`config.mk`:
```
export PLATFORM = sky130hd
export DESIGN_NAME = cordic_to_fp
export DESIGN_NICKNAME = d
export VERILOG_FILES = /design/src/rtl/cordic_pkg.sv /design/src/rtl/crd_lzc.sv /design/src/rtl/cordic_to_fp.sv
export SDC_FILE = /design/constraint.sdc
export NUM_CORES = 1
export LEC_CHECK = 0
export CAP_MARGIN = 0
export CELL_PAD_IN_SITES_DETAIL_PLACEMENT = 0
export CELL_PAD_IN_SITES_GLOBAL_PLACEMENT = 2
export CORE_MARGIN = 8
export CORE_UTILIZATION = 32
export DETAILED_ROUTE_END_ITERATION = 7
export PLACE_DENSITY = 0.85
export SYNTH_ARGS = -nofsm -noshare
export SYNTH_HDL_FRONTEND = slang
export SYNTH_SLANG_ARGS = --single-unit
export TNS_END_PERCENT = 100
```
`constraint.sdc`:
```
create_clock -name clk -period 3.1 [get_ports clk]
set_input_delay 0.62 -clock clk [delete_from_list [all_inputs] [get_ports clk]]
set_output_delay 0.62 -clock clk [all_outputs]
set_load 0.1 [all_outputs]
```
`src/rtl/cordic_pkg.sv`:
```
// -----------------------------------------------------------------------------
// cordic_pkg
// Shared definitions for the CORDIC return path (fixed-point -> float):
//   - 3-bit FSM state encoding used by cordic_to_fp
//   - IEEE-754 single-precision field widths and exponent bias
//   - default CORDIC operand format (Q2.20 in a 22-bit word)
// No ports (package).
// -----------------------------------------------------------------------------
package cordic_pkg;

   typedef enum logic [2:0] {
      ST_IDLE = 3'd0,
      ST_ABS  = 3'd1,
      ST_NORM = 3'd2,
      ST_PACK = 3'd3,
      ST_DONE = 3'd4
   } state_t;

   localparam int FP_BIAS       = 127;
   localparam int FP_MANT_W     = 23;
   localparam int FP_EXP_W      = 8;
   localparam int CRD_WIDTH_DEF = 22;
   localparam int FRAC_BITS_DEF = 20;

endpackage

```
`src/rtl/crd_lzc.sv`:
```
// -----------------------------------------------------------------------------
// crd_lzc
// Combinational leading-zero counter for the CORDIC magnitude word.
// An all-zero input reports WIDTH.
// Ports:
//   i_data   in  WIDTH  word to scan (MSB first)
//   o_count  out CNT_W  number of leading zero bits
// -----------------------------------------------------------------------------
module crd_lzc #(
   parameter int WIDTH = 22,
   parameter int CNT_W = $clog2(WIDTH + 1)
) (
   input  logic [WIDTH-1:0] i_data,
   output logic [CNT_W-1:0] o_count
);

   // Ascending scan: the last set bit seen is the highest one.
   always_comb begin
      o_count = CNT_W'(WIDTH);
      for (int i = 0; i < WIDTH; i++) begin
         if (i_data[i]) o_count = CNT_W'(WIDTH - 1 - i);
      end
   end

endmodule

```
`src/rtl/cordic_to_fp.sv`:
```
// -----------------------------------------------------------------------------
// cordic_to_fp
// Converts a signed fixed-point CORDIC result into an IEEE-754 single float.
// The conversion is exact: the magnitude is normalised so its top bit is the
// hidden one, and the remaining bits are left-justified in the mantissa.
//
// Build option: CORDIC_TO_FP_FAST_NORM_EN
//   defined   -> normalisation in one cycle via a leading-zero count
//   undefined -> one-bit-per-cycle shift (latency depends on the input)
//
// Handshake: start is accepted only in IDLE while clk_en is high; crd_in is
// captured on that edge. busy is high in every non-IDLE state; done pulses
// for exactly one cycle when result is updated. start while busy is dropped.
//
// Ports:
//   clk          in   1               clock
//   rst          in   1               synchronous active-high reset
//   clk_en       in   1               qualifies start
//   start        in   1               conversion request
//   crd_in       in   CRD_WIDTH       signed fixed-point operand
//   result       out  FLT_DATA_WIDTH  float result, held until next done
//   busy         out  1               conversion in progress
//   done         out  1               one-cycle completion pulse
//   o_dbg_state  out  3               current FSM state (debug)
// -----------------------------------------------------------------------------
module cordic_to_fp
   import cordic_pkg::*;
#(
   parameter int FLT_DATA_WIDTH = 32,
   parameter int CRD_WIDTH      = CRD_WIDTH_DEF,
   parameter int FRAC_BITS      = FRAC_BITS_DEF,
   parameter int EXP_ADJ        = 0
) (
   input  logic                      clk,
   input  logic                      rst,
   input  logic                      clk_en,
   input  logic                      start,
   input  logic [CRD_WIDTH-1:0]      crd_in,
   output logic [FLT_DATA_WIDTH-1:0] result,
   output logic                      busy,
   output logic                      done,
   output logic [2:0]                o_dbg_state
);

   // Exponent of the unshifted word: its MSB weighs 2^(CRD_WIDTH-1-FRAC_BITS).
   localparam int EXP_INIT = FP_BIAS + (CRD_WIDTH - 1 - FRAC_BITS) + EXP_ADJ;

   state_t                      r_state;
   logic   [CRD_WIDTH-1:0]      r_crd;
   logic                        r_sign;
   logic   [CRD_WIDTH-1:0]      r_mag;
   logic   [FP_EXP_W-1:0]       r_exp;
   logic                        r_zero;
   logic   [FLT_DATA_WIDTH-1:0] r_result;

   logic   [CRD_WIDTH-1:0]      w_abs;
   logic   [FP_MANT_W-1:0]      w_mant;

   // Two's-complement negate; the most negative value maps onto itself,
   // which read as unsigned is exactly 2^(CRD_WIDTH-1).
   assign w_abs = r_crd[CRD_WIDTH-1] ? (~r_crd + 1'b1) : r_crd;

   // Bits below the hidden one, left-justified into the 23-bit field.
   generate
      if (CRD_WIDTH - 1 < FP_MANT_W) begin : g_mant_pad
         assign w_mant = {r_mag[CRD_WIDTH-2:0], {(FP_MANT_W - CRD_WIDTH + 1){1'b0}}};
      end else begin : g_mant_fit
         assign w_mant = r_mag[CRD_WIDTH-2 -: FP_MANT_W];
      end
   endgenerate

`ifdef CORDIC_TO_FP_FAST_NORM_EN
   localparam int LZC_W = $clog2(CRD_WIDTH + 1);
   logic [LZC_W-1:0] w_lzc;

   crd_lzc #(
      .WIDTH (CRD_WIDTH),
      .CNT_W (LZC_W)
   ) u_lzc (
      .i_data  (r_mag),
      .o_count (w_lzc)
   );
`endif

   always_ff @(posedge clk) begin
      if (rst) begin
         r_state  <= ST_IDLE;
         r_crd    <= '0;
         r_sign   <= 1'b0;
         r_mag    <= '0;
         r_exp    <= '0;
         r_zero   <= 1'b0;
         r_result <= '0;
      end else begin
         case (r_state)
            ST_IDLE: begin
               if (start && clk_en) begin
                  r_crd   <= crd_in;
                  r_state <= ST_ABS;
               end
            end
            ST_ABS: begin
               r_sign  <= r_crd[CRD_WIDTH-1];
               r_mag   <= w_abs;
               r_exp   <= FP_EXP_W'(EXP_INIT);
               r_zero  <= (w_abs == '0);
               r_state <= (w_abs == '0) ? ST_PACK : ST_NORM;
            end
            ST_NORM: begin
`ifdef CORDIC_TO_FP_FAST_NORM_EN
               r_mag   <= r_mag << w_lzc;
               r_exp   <= r_exp - FP_EXP_W'(w_lzc);
               r_state <= ST_PACK;
`else
               if (r_mag[CRD_WIDTH-1]) begin
                  r_state <= ST_PACK;
               end else begin
                  r_mag <= r_mag << 1;
                  r_exp <= r_exp - 1'b1;
               end
`endif
            end
            ST_PACK: begin
               r_result <= r_zero ? '0
                                  : FLT_DATA_WIDTH'({r_sign, r_exp, w_mant});
               r_state  <= ST_DONE;
            end
            ST_DONE: r_state <= ST_IDLE;
            default: r_state <= ST_IDLE;
         endcase
      end
   end

   assign result      = r_result;
   assign busy        = (r_state != ST_IDLE);
   assign done        = (r_state == ST_DONE);
   assign o_dbg_state = r_state;

endmodule
```
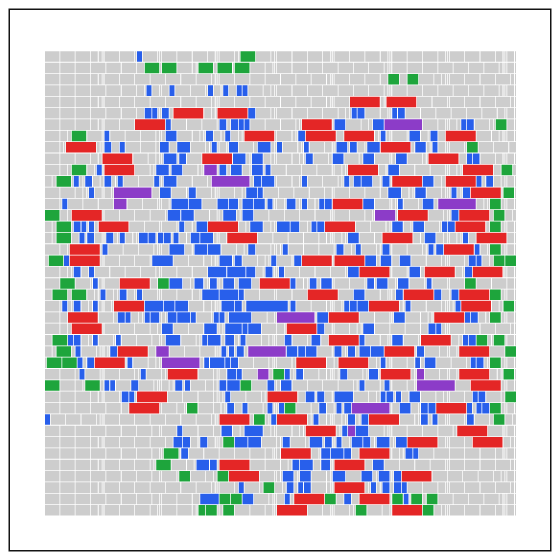
Fig. 1. Cell classes on the final placement (run 1).
Fill, decap, tap and diode cells in grey.
legend:
  red:
    class: registers
    cells: 87
  purple:
    class: clock drivers and dummy loads
    cells: 16
  green:
    class: remaining buffers and delay cells
    cells: 69
  blue:
    class: remaining logic cells
    cells: 372
flop share of the area: 0.3507
row count: 41
CORE AREA: 12620 sq um
final core occ: 0.3935
fin area: 4966 sq um

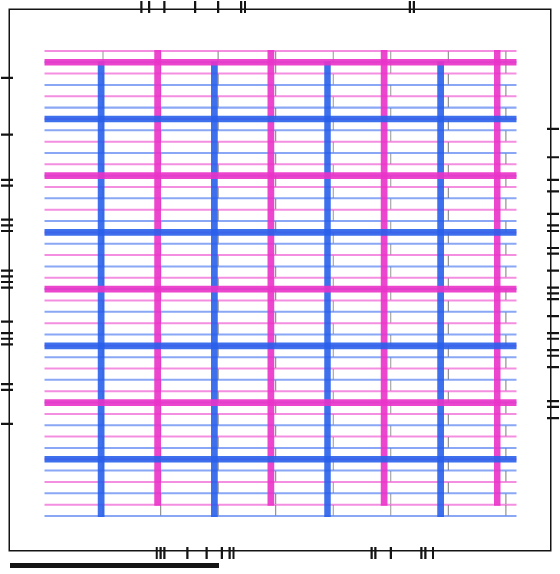
Fig. 2. Floorplan with the power grid (run 1).
The bar under the picture is 50 microns long. Pins as bars on the die edge. Tap cells in grey.
legend:
  magenta:
    net: VDD
  blue:
    net: VSS
met1 rails: 42
met5 straps: 8
met4 straps: 8
rows: 41
signal pins: 63
Die W: 129.5 microns
VDD IR max: 0.2681 mV
Chip Height: 129.5 microns

==> Slide: Implementation Results, run 1 <==
Physical Implementation Snapshot

Cells and area
  – Top Layout Cells: dfxtp_1 (87), a21oi_1 (78), nand2_1 (74)
  – Dominant kind of cell by area: combinational gates
  – Layout cell share with drive strength beyond 1: 0.1452

Yosys
  – Post-Synthesis Cells: 502
  – # Cells Yosys: 502

Route
  – DR pass1 iterations: 4

Global routing
  – Initial antenna violation count: 0
  – Top Usage Layer GRT: met2

Final timing
  – Hold slack final: 0.4848 ns
  – Slew @ Worst Pin: 1.052 ns
  – Final setup vio count: 0
  – Final slew viol count: 0
  – Final setup margin: 0.2695 ns

Critical path
  – Slowest-stage cell, CP: or3b_2
  – Worst path depth: 9

Worst hold path
  – WHS Endpoint: r_sign

Flow run
  – OpenROAD warnings: 26

Placed design
  – Routability Congestion: 0.8531

Run status
  – Status: finished clean

Clock tree
  – CTS tree: done
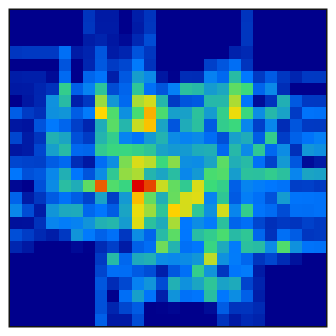
Fig. 3. Wire density map (run 1).
26 x 26 tiles, from dark blue (low) to red (high), scaled to the fullest tile. Values are wire area over tile area, all layers added.
tiles over half the peak: 7.1%
mean over tiles: 0.10
emptiest ninth of the die: lower left
fullest tile: 0.50
nearly empty tiles: 27%
densest ninth of the die: centre
post-DR wirelength/cell: 14.87 microns
via count: 3546
GRT Overall Usage: 0.1326
final wirelength: 10650 microns

==> run 1: kinds of logic after synthesis <==
kind of cell,Yosys count,synth area share
multiplexers,1,0.002429
AND-OR/OR-AND,128,0.1922
XOR/XNOR,25,0.05313
flip-flops,87,0.4226
buffers and inverters,51,0.06527
AND/OR/NAND/NOR,207,0.2574
adder cells (fa/ha/maj),2,0.006071
other,1,0.0009099
==> run 1: power groups by stage <==
stage	registers [mW]	clock network, mW	logic (mW)
5_1_grt	1.46	1.11	1.69
6_report	1.43	1.03	1.52
3_5_place_dp	1.46	0	1.52
3_3_place_gp	1.45	0	1.51
4_1_cts	1.43	1.07	1.53
2_1_floorplan	1.49	0	1.16
Fig. 4: run 1, placement view
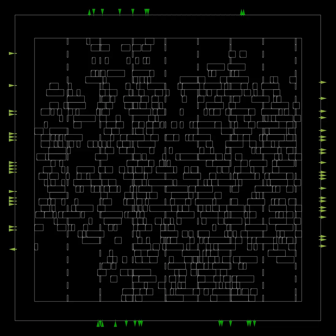

## Run 2: what changed since run 1
Settings changed: CELL_PAD_IN_SITES_GLOBAL_PLACEMENT 2 to 1, CORE_UTILIZATION 32 to 40.
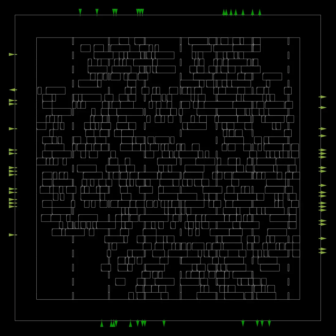
Fig. 5. Placement view (run 2).
final core occ: 0.4772
Post-Layout Cell Count: 679
row count: 37
# fillers: 1050
CORE AREA: 10180 sq um

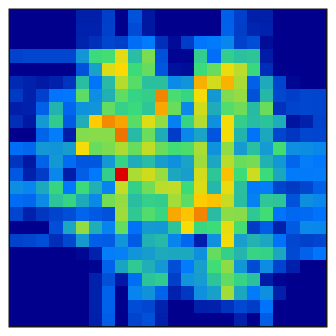
Fig. 6. Wire density map (run 2).
24 x 24 tiles, from dark blue (low) to red (high), scaled to the fullest tile. Values are wire area over tile area, all layers added.
tiles over half the peak: 17%
densest ninth of the die: centre
emptiest ninth of the die: lower left
mean over tiles: 0.11
nearly empty tiles: 22%
post-DR wirelength/cell: 14.46 microns
via count: 3483
final wirelength: 9820 microns
GRT Overall Usage: 0.1434

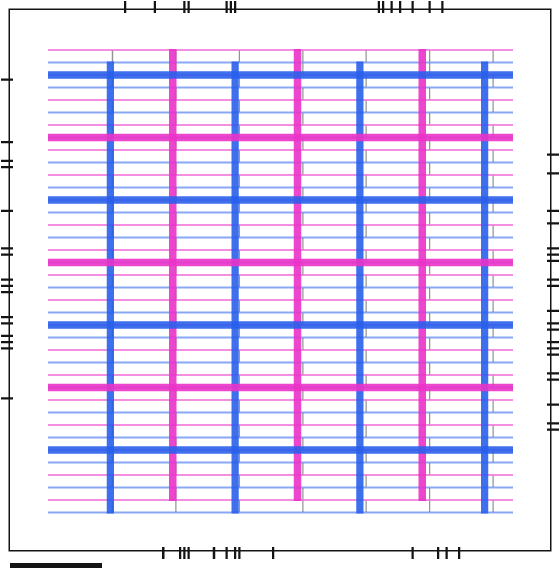
Fig. 7. Floorplan with the power grid (run 2).
The bar under the picture is 20 microns long. Pins as bars on the die edge. Tap cells in grey.
legend:
  blue:
    net: VSS
  magenta:
    net: VDD
met1 rails: 38
met5 straps: 7
met4 straps: 7
tap cells: 136
Chip Height: 117.5 microns
Die W: 117.5 microns
VDD IR max: 0.3175 mV

==> run 2 against run 1 <==
First-iteration DRC count is 26% lower. Clock skew is 0.0052 ns higher. Synthesized cell count stayed put. Largest cell class unchanged. Largest power group unchanged. Highest routed layer unchanged.
==> Slide: Implementation Results, run 2 <==
Physical Implementation Snapshot

Power and ir drop
  – P_clk: 0.909 mW
  – Comb group: 1.51 mW
  – Highest-power group: combinational cells
  – Sequential cell power: 1.42 mW

Yosys
  – XOR Share, Synth: 0.05313
  – Adder-Cell Fraction of Synth Area: 0.006072
  – Ys Warns: 0
  – Post-synth ARST share: 0
  – And-or/or-and share of the synthesized area: 0.1922
  – Synth mux share: 0.002429
  – Simple-Gate Area Share: 0.2574
  – Synth logic family: simple AND/OR/NAND/NOR gates
  – # Cells Yosys: 502

Placed design
  – DP Worst Slack: 0.3070 ns
  – Routability Congestion: 0.7789

Cells and area
  – Fin area: 4860 sq um
  – Flop share of the area: 0.3584
  – Top Layout Cells: dfxtp_1 (87), a21oi_1 (78), nand2_1 (74)
  – ANT cells: 0
  – MI comb area: 2125 sq um
  – Dominant kind of cell by area: combinational gates
  – Dominant logic cell type in the layout: dfxtp_1
  – Layout cell share with drive strength beyond 1: 0.1436

Clock tree
  – Post-CTS Setup Bufs: 0
  – Resize count post-CTS: 0
  – CTS tree: done

Floorplan
  – IO Count: 63

Global routing
  – Largest net degree at the start of global routing: 65
  – Initial antenna violation count: 0

Route
  – DR pass1 iterations: 4

Final timing
  – Hold slack final: 0.4731 ns
  – Clock skew: 0.01037 ns
  – Final slew viol count: 0
  – Slew @ Worst Pin: 1.053 ns
  – Final setup margin: 0.2957 ns
  – Final setup vio count: 0

Flow run
  – Total of max-cap violations: 0
  – OpenROAD warnings: 26

Critical path
  – Slowest-stage cell, CP: or3b_2
  – Crit path DAT: 3.10 ns
  – CP Capture Type: flip-flop
  – Buf/Inv on CP: 1

Run status
  – Status: finished clean
-- run 2: netlist changes by cell type in the layout (fill, tap and decap cells not counted) --
cell / delta
clkinv_2: -1
clkinv_4: +1
buf_4: -1
clkbuf_16: -9
inv_6: -1
bufinv_16: +2
clkinvlp_4: -1
clkbuf_8: +9
-- run 2: final timing paths --
| path | from | end | slack, ns | depth (start not counted) |
|---|---|---|---|---|
| min | r_sign | r_sign | 0.47 | 2 |
| max reg2reg | r_crd[0] | o_dbg_state[0] | 0.30 | 9 |
| max | r_crd[0] | o_dbg_state[0] | 0.30 | 9 |
| min reg2reg | r_sign | r_sign | 0.47 | 2 |
Power and IR drop assume default switching activity.
